==> config.mk <==
export PLATFORM = sky130hd
export DESIGN_NAME = pipe_stage_hs_flat
export DESIGN_NICKNAME = d
export VERILOG_FILES = /design/src/rtl/pipe_stage_hs_pkg.sv /design/src/rtl/pipe_stage_hs_if.sv /design/src/rtl/pipe_stage_hs_slot.sv /design/src/rtl/pipe_stage_hs.sv /design/src/flat_wrapper.sv
export SDC_FILE = /design/constraint.sdc
export NUM_CORES = 1
export LEC_CHECK = 0
export ABC_CLOCK_PERIOD_IN_PS = 2400
export CORE_MARGIN = 1
export CORE_UTILIZATION = 45
export CTS_CLUSTER_SIZE = 25
export DETAILED_ROUTE_END_ITERATION = 6
export PLACE_DENSITY = 0.73
export SLEW_MARGIN = 10
export SYNTH_ARGS = -nofsm -noshare
export SYNTH_HDL_FRONTEND = slang
export SYNTH_SLANG_ARGS = --single-unit
==> constraint.sdc <==
create_clock -name i_clk -period 2.4 [get_ports i_clk]
set_clock_uncertainty 0.05 [all_clocks]
set_input_delay 0.24 -clock i_clk [delete_from_list [all_inputs] [get_ports i_clk]]
set_output_delay 0.24 -clock i_clk [all_outputs]
set_load 0.02 [all_outputs]
The metal 3 layer:
Scale: 4 px per µm. Cells faint in the background.
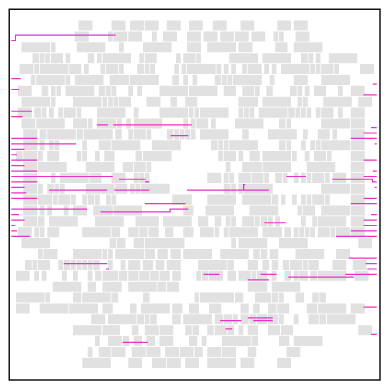
The longest straight run is 25.1 µm. The wires run mostly horizontal. The layer holds 4.9% of the routed length.
Routed WL: 8.63 mm
GR Util met3: 3.69%
via total after detailed routing: 3,424

Clock wiring as the flow saved it:
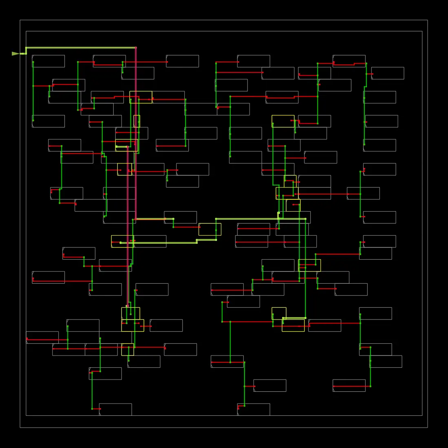
worst-skew pair later-pin latency: 0.35 ns
Sink Count: 88
clk pwr: 937 µW
CTS Buf Count: 9

Zoomed window:
Region (42, 42) to (92, 92) µm. Cells in gray, sequential cells in the stronger gray; small squares are vias.
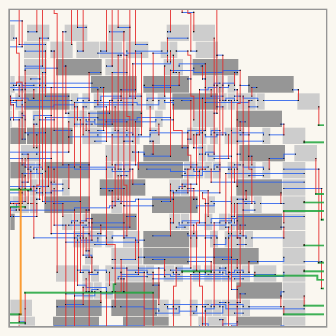
Key: red = met2; orange = met4; blue = met1; green = met3
168 logic cells have their middle in the window. Most frequent: nand2_1 (59), clkdlybuf4s50_1 (30), dfxtp_1 (30). Sequential cells in the window: 30.

Placement by cell class:
Scale: 6 px per µm.
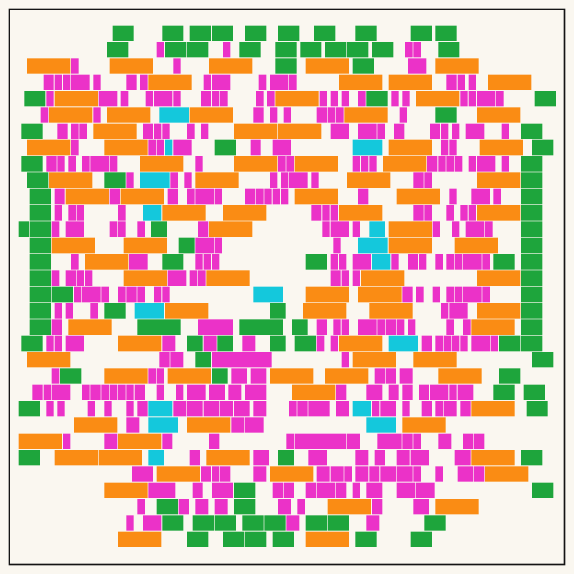
Key: green = other buffers and delay cells [cells 102]; magenta = all other logic [cells 344]; orange = flip-flops [cells 88]; cyan = clock drivers and dummy loads [cells 16]
Seq area share: 36.1%
final core occ: 62.5%
design area: 4880 µm²
core region area: 7810 µm²
# rows: 32

==> impl_metrics.json <==
{
  "wl_met1_mm": 4.03,
  "rsz0062_at_grt": "no",
  "max_freq_mhz": 495,
  "drv_cap": 0,
  "leakage_nw": 1.64,
  "busiest_layer": "met2",
  "netSwitchingPower_uw": 750,
  "lay_top_count": "nand2_1",
  "clock_cell_area_share_pct": 3.69,
  "p_sw_share_pct": 26.5,
  "post_cts_buffers": 0,
  "tool_warnings": 26,
  "comb_share_pct": 36.4,
  "pwr-share-seq_pct": 54.4,
  "synthAdderAreaFrac_pct": 0.341,
  "worstSetupEndpointType": "flip-flop",
  "critPathLaunchType": "flip-flop",
  "simple_gate_share_pct": 27.9,
  "totalPowerFinal_mw": 2.83,
  "grt_usage_pct": 20.9,
  "lay_top_cells": "nand2_1, clkdlybuf4s50_1, dfxtp_1, nor2_1, a21oi_1",
  "worstMarginPinSlew_ns": 0.626,
  "flop_area_um2": 1760,
  "irDropWorstVdd_mv": 0.332,
  "rr_worst_depth": 5,
  "syn-num-nets": 504,
  "top_power_group": "sequential cells",
  "nonClkBufAreaFrac_pct": 20.7,
  "htreeDepth": 3,
  "yosys.area.top_type_share_pct": 48.0,
  "globalRouteMet1Util_pct": 28.1,
  "ys_seq_share_pct": 48.0,
  "worstPathArrival_ns": 2.26,
  "num-nonclk-inverters": 6,
  "status": "complete, no violations",
  "cts_hold_buf": 0,
  "cp_top_family": "simple AND/OR/NAND/NOR gates",
  "ys_top_logic_family": "simple AND/OR/NAND/NOR gates",
  "cp_num_buf_inv": 0,
  "clock-root-buffer": "clkbuf_8",
  "cts_tree": "done",
  "stdcell_count": 652,
  "fin_crit_ns": 2.02,
  "largest_class": "multi-input combinational cells",
  "drv_slew": 0,
  "place_inst": 636,
  "die_w_um": 92.3,
  "yosys_warnings": 0,
  "hold_viol_final": 0,
  "mux_share_pct": 0.546,
  "synthArstFlopShare_pct": 0,
  "slew-limit-headroom_pct": 57.9,
  "pin_count": 91,
  "largest_area_cell": "dfxtp_1",
  "overflow": 0,
  "ys_sh_aoi_pct": 18.9,
  "comb_area_um2": 1780,
  "logic_gates": 338
}
No activity file was given, so power comes from the tool's default toggle rates.
